**src/rtl/multi_debounce_pkg.sv**
```systemverilog
`default_nettype none
// ============================================================================
//  Module      : multi_debounce_pkg
//  Description : Shared constants for the multi-channel debouncer: one-hot
//                state encoding and state register width.
//  Revision    : 1.0 - initial release
// ============================================================================
package multi_debounce_pkg;

  localparam int STATE_W = 4;

  typedef logic [STATE_W-1:0] state_t;

  // One-hot per-channel debounce states
  localparam state_t IDLE         = 4'b0001;
  localparam state_t WAIT_PRESS   = 4'b0010;
  localparam state_t PRESSED      = 4'b0100;
  localparam state_t WAIT_RELEASE = 4'b1000;

endpackage
`default_nettype wire

```
**src/rtl/debounce_channel.sv**
```systemverilog
`default_nettype none
// ============================================================================
//  Module      : debounce_channel
//  Description : One push-button channel: 2-flop synchroniser, debounce
//                counter, 4-state one-hot FSM and registered press/release
//                pulses. Optional long-press detection is compiled in when
//                MULTI_DEBOUNCE_HOLD_EN is defined.
//  Revision    : 1.0 - initial release
// ============================================================================
module debounce_channel
  import multi_debounce_pkg::*;
#(
  parameter int CNT_W           = 16,
  parameter int DEBOUNCE_CYCLES = 50000,
  parameter int HOLD_CYCLES     = 1000000
) (
  input  logic clk,
  input  logic reset_n,
  input  logic button,
  output logic debounced,
  output logic press_pulse,
`ifdef MULTI_DEBOUNCE_HOLD_EN
  output logic held,
`endif
  output logic release_pulse
);

  // Terminal count: the input must be seen stable on this many edges after
  // entering a WAIT state before the level change is accepted.
  localparam logic [CNT_W-1:0] CNT_LAST = CNT_W'(DEBOUNCE_CYCLES - 1);

  logic             sync1_q, sync1_d;
  logic             sync2_q, sync2_d;
  state_t           state_q, state_d;
  logic [CNT_W-1:0] cnt_q, cnt_d;
  logic             press_pulse_q, press_pulse_d;
  logic             release_pulse_q, release_pulse_d;
  logic             sync_in;
  logic             cnt_done;

  assign sync_in  = sync2_q;
  assign cnt_done = (cnt_q == CNT_LAST);

  // State register plus synchroniser, counter and pulse flops
  always_ff @(posedge clk or negedge reset_n) begin
    if (!reset_n) begin
      sync1_q         <= 1'b0;
      sync2_q         <= 1'b0;
      state_q         <= IDLE;
      cnt_q           <= '0;
      press_pulse_q   <= 1'b0;
      release_pulse_q <= 1'b0;
    end else begin
      sync1_q         <= sync1_d;
      sync2_q         <= sync2_d;
      state_q         <= state_d;
      cnt_q           <= cnt_d;
      press_pulse_q   <= press_pulse_d;
      release_pulse_q <= release_pulse_d;
    end
  end

  // Next-state and counter logic; counter cleared on each WAIT entry and
  // compared before incrementing so it can never wrap
  always_comb begin
    sync1_d = button;
    sync2_d = sync1_q;
    state_d = state_q;
    cnt_d   = cnt_q;
    case (state_q)
      IDLE: begin
        if (sync_in) begin
          state_d = WAIT_PRESS;
          cnt_d   = '0;
        end
      end
      WAIT_PRESS: begin
        if (!sync_in) begin
          state_d = IDLE;
        end else if (cnt_done) begin
          state_d = PRESSED;
        end else begin
          cnt_d = cnt_q + CNT_W'(1);
        end
      end
      PRESSED: begin
        if (!sync_in) begin
          state_d = WAIT_RELEASE;
          cnt_d   = '0;
        end
      end
      WAIT_RELEASE: begin
        if (sync_in) begin
          state_d = PRESSED;
        end else if (cnt_done) begin
          state_d = IDLE;
        end else begin
          cnt_d = cnt_q + CNT_W'(1);
        end
      end
      default: state_d = IDLE;
    endcase
  end

  // Output decode: level from registered state, pulses armed on the
  // accepting transitions so they line up with the level change
  always_comb begin
    debounced       = (state_q == PRESSED) || (state_q == WAIT_RELEASE);
    press_pulse_d   = (state_q == WAIT_PRESS)   &&  sync_in && cnt_done;
    release_pulse_d = (state_q == WAIT_RELEASE) && !sync_in && cnt_done;
  end

  assign press_pulse   = press_pulse_q;
  assign release_pulse = release_pulse_q;

`ifdef MULTI_DEBOUNCE_HOLD_EN
  localparam int              HOLD_W   = $clog2(HOLD_CYCLES + 1);
  localparam logic [HOLD_W-1:0] HOLD_MAX = HOLD_W'(HOLD_CYCLES);

  logic [HOLD_W-1:0] hold_cnt_q, hold_cnt_d;

  // Long-press counter register
  always_ff @(posedge clk or negedge reset_n) begin
    if (!reset_n) begin
      hold_cnt_q <= '0;
    end else begin
      hold_cnt_q <= hold_cnt_d;
    end
  end

  // Count while pressed, saturate at the threshold, clear when released
  always_comb begin
    hold_cnt_d = '0;
    if (debounced) begin
      hold_cnt_d = (hold_cnt_q == HOLD_MAX) ? hold_cnt_q : hold_cnt_q + HOLD_W'(1);
    end
  end

  // Gating with debounced makes held drop together with the release pulse
  assign held = debounced && (hold_cnt_q == HOLD_MAX);
`endif

endmodule
`default_nettype wire

```
**src/rtl/multi_debounce.sv**
```systemverilog
`default_nettype none
// ============================================================================
//  Module      : multi_debounce
//  Description : NUM_CH independent push-button debouncers with clean level
//                and single-cycle press/release pulses per channel.
//                Define MULTI_DEBOUNCE_HOLD_EN to add the per-channel
//                long-press output 'held'.
//  Revision    : 1.0 - initial release
// ============================================================================
module multi_debounce
  import multi_debounce_pkg::*;
#(
  parameter int NUM_CH          = 4,
  parameter int CNT_W           = 16,
  parameter int DEBOUNCE_CYCLES = 50000,
  parameter int HOLD_CYCLES     = 1000000
) (
  input  logic              clk,
  input  logic              reset_n,
  input  logic [NUM_CH-1:0] button,
  output logic [NUM_CH-1:0] debounced,
  output logic [NUM_CH-1:0] press_pulse,
`ifdef MULTI_DEBOUNCE_HOLD_EN
  output logic [NUM_CH-1:0] held,
`endif
  output logic [NUM_CH-1:0] release_pulse
);

  // One fully independent debouncer per button
  for (genvar i = 0; i < NUM_CH; i++) begin : g_ch
    debounce_channel #(
      .CNT_W           (CNT_W),
      .DEBOUNCE_CYCLES (DEBOUNCE_CYCLES),
      .HOLD_CYCLES     (HOLD_CYCLES)
    ) u_ch (
      .clk           (clk),
      .reset_n       (reset_n),
      .button        (button[i]),
      .debounced     (debounced[i]),
      .press_pulse   (press_pulse[i]),
`ifdef MULTI_DEBOUNCE_HOLD_EN
      .held          (held[i]),
`endif
      .release_pulse (release_pulse[i])
    );
  end

endmodule
`default_nettype wire

```
**config.mk**
```make
export PLATFORM = sky130hd
export DESIGN_NAME = multi_debounce
export DESIGN_NICKNAME = d
export VERILOG_FILES = /design/src/rtl/multi_debounce_pkg.sv /design/src/rtl/debounce_channel.sv /design/src/rtl/multi_debounce.sv
export SDC_FILE = /design/constraint.sdc
export NUM_CORES = 1
export LEC_CHECK = 0
export CAP_MARGIN = 0
export CORE_ASPECT_RATIO = 0.75
export CORE_MARGIN = 2
export CORE_UTILIZATION = 35
export DETAILED_ROUTE_END_ITERATION = 10
export SETUP_SLACK_MARGIN = 0.5
export SKIP_LAST_GASP = 1
export SYNTH_ARGS = -nofsm -noshare
export SYNTH_HDL_FRONTEND = slang
export SYNTH_HIERARCHICAL = 1
export SYNTH_SLANG_ARGS = --single-unit
```
**constraint.sdc**
```tcl
create_clock -name clk -period 2.9 [get_ports clk]
set_clock_uncertainty 0.2 [all_clocks]
set_input_delay 0.58 -clock clk [delete_from_list [all_inputs] [get_ports clk]]
set_output_delay 0.58 -clock clk [all_outputs]
set_load 0.05 [all_outputs]
```
==> Slide: Implementation Results <==
Run Summary

Power and ir drop
  – Flop+latch power: 1.48 mW
  – Internal power: around 2.3 mW
  – Clk pwr share: roughly two fifths
  – P_clk: 1.30 mW
  – Power Density: 506.8 nW/µm²
  – Switch Pwr: 0.8346 mW

Yosys
  – Cell variety after synth: 76
  – Yosys Instances: 585
  – Register bit total from synthesis: around 96
  – Synth Area in Adders: 0.9072%
  – Synthesis area per yosys: 5517 µm²
  – Synth Instances: about 600
  – Mapped cell area: 5517 µm²
  – Synth Area in XOR/XNOR: 0.9526%
  – EDFF count, synth: 0
  – Basic Gates by Area: 27.10%
  – FFs w/ async S/R, synth: 100.0%
  – Dominant Register Cell: dfrtp_1
  – Top cell area share: 41.73%
  – Post-Syn Nets: 595
  – Count leader, synth: dfrtp_1
  – Post-synth top area cell: dfrtp_1

Worst setup path
  – CP peak stage delay: 0.46 ns
  – Critical Path End Type: primary output
  – Reg2reg end: g_ch[0].u_ch/cnt_q[10]$_DFFE_PN0P_
  – Required time worst endpoint: 2.12 ns
  – Crit path max-delay cell type: dfrtp_2
  – Cells on worst reg2reg path: 4
  – Worst Setup EP: debounced[2]
  – Worst Setup SP: g_ch[2].u_ch/state_q[3]$_DFFE_PN0P_
  – Delay-heaviest family, CP: flip-flops
  – WP buf/inv: 1
  – CP Cell Sequence: nand2b_2, a211oi_2, buf_4
  – Critical path data arrival time: 1.54 ns

Floorplan
  – Die area: 16790 µm²
  – # IOs: 18
  – Rows: 39
  – Core area: 15320 µm²

Cells and area
  – Fin nets: around 600
  – Share of cells above drive strength 1: 14.45%
  – Finished Layout Cells: roughly 800
  – Final instance area: 6176 µm²

Route
  – Total number of vias: 4630
  – 1st-iter DRT viols: 467

Run
  – Max_cap viols: 0

Final timing
  – FMAX: about 430 MHz
  – Worst Tran Pin Value: 0.6607 ns
  – Setup violators final: 0
  – Total Neg Setup Slack: 0 ns
  – Final max-slew violation count: 0
  – Period minus WS final: around 2.3 ns

Global routing
  – First-pass GRT wire length: around 22000 µm
  – Via count of the first global-routing pass: 4433
  – GRT overflow: 0

Placed design
  – Place WS: 0.3286 ns
  – Placed cells: roughly 800
  – Placed inst area: between 5000 and 6000 µm²
  – GP Congestion: between 0.8 and 0.9
  – DPL Wire Length: 8276 µm

Clocking
  – Clock transition at path regs: 0.07 ns
  – CTS resizes: 15
  – Clock Tree Buf Depth: 2
  – Clk root buf: clkbuf_16
  – Max H-tree Level: 3

Min path
  – HP Class: in2async

Status
  – Status: finished, final reports clean
==> final cells by class <==
cell class	instances	area (µm²)
clock buffer	9	225.2
clock inverter	7	101.3
fill	1525	9146
inverter	12	45.04
multi-input combinational	444	2884
sequential	96	2414
tap	205	256.5
timing repair buffer	27	250.2
==> sequential cells by signal, summed over array words and instances (netlist names) <==
register	count
g_ch.u_ch/state_q	16
g_ch.u_ch/cnt_q	64
g_ch.u_ch/release_pulse	4
g_ch.u_ch/sync2_q	4
g_ch.u_ch/press_pulse	4
g_ch.u_ch/sync1_q	4
==> per-layer routing <==
metal,global-route usage (%),vias to the layer above,part of all wire [%]
met5,0,-,0
met4,3.873,0,0.73
met3,3.548,10,4.9
met2,23.50,124,44
met1,22.46,2265,50
li1,-,2231,-
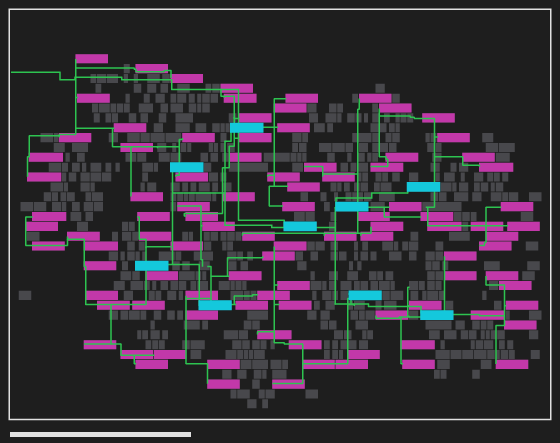
Figure 1: routed clock nets over the placement.
Bar = 50 µm.
flip-flops: drawn in magenta, count 96. clock wires: drawn in green, length 1270 µm. clock-net drivers: drawn in cyan, count 9.
There are 10 routed clock nets.

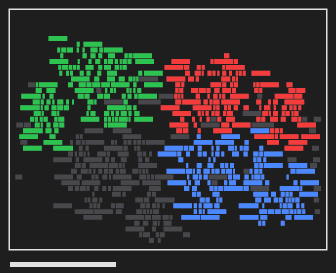
Figure 2: placement by RTL instance.
Bar = 50 µm.
`g_ch[0].u_ch`: drawn in blue, cells 145. `g_ch[2].u_ch`: drawn in red, cells 133. `g_ch[3].u_ch`: drawn in green, cells 149.

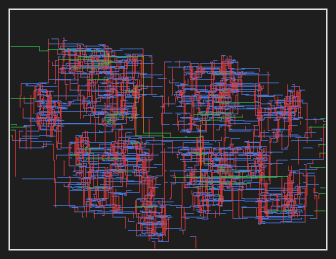
Figure 3: routed metal, one colour a layer.
M3: drawn in green, wire length 600 µm. M1: drawn in blue, wire length 6200 µm. M4: drawn in orange, wire length 90.4 µm. M2: drawn in red, wire length 5440 µm.

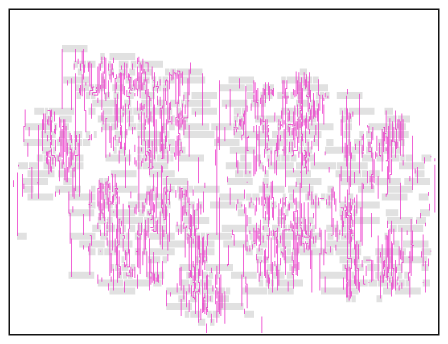
Figure 4: the metal 2 layer.
Cells faint in the background.
487 nets have wire on it. The layer holds 44% of the routed length. The wires run mostly vertical.

Power is estimated from default activity; no workload was simulated.
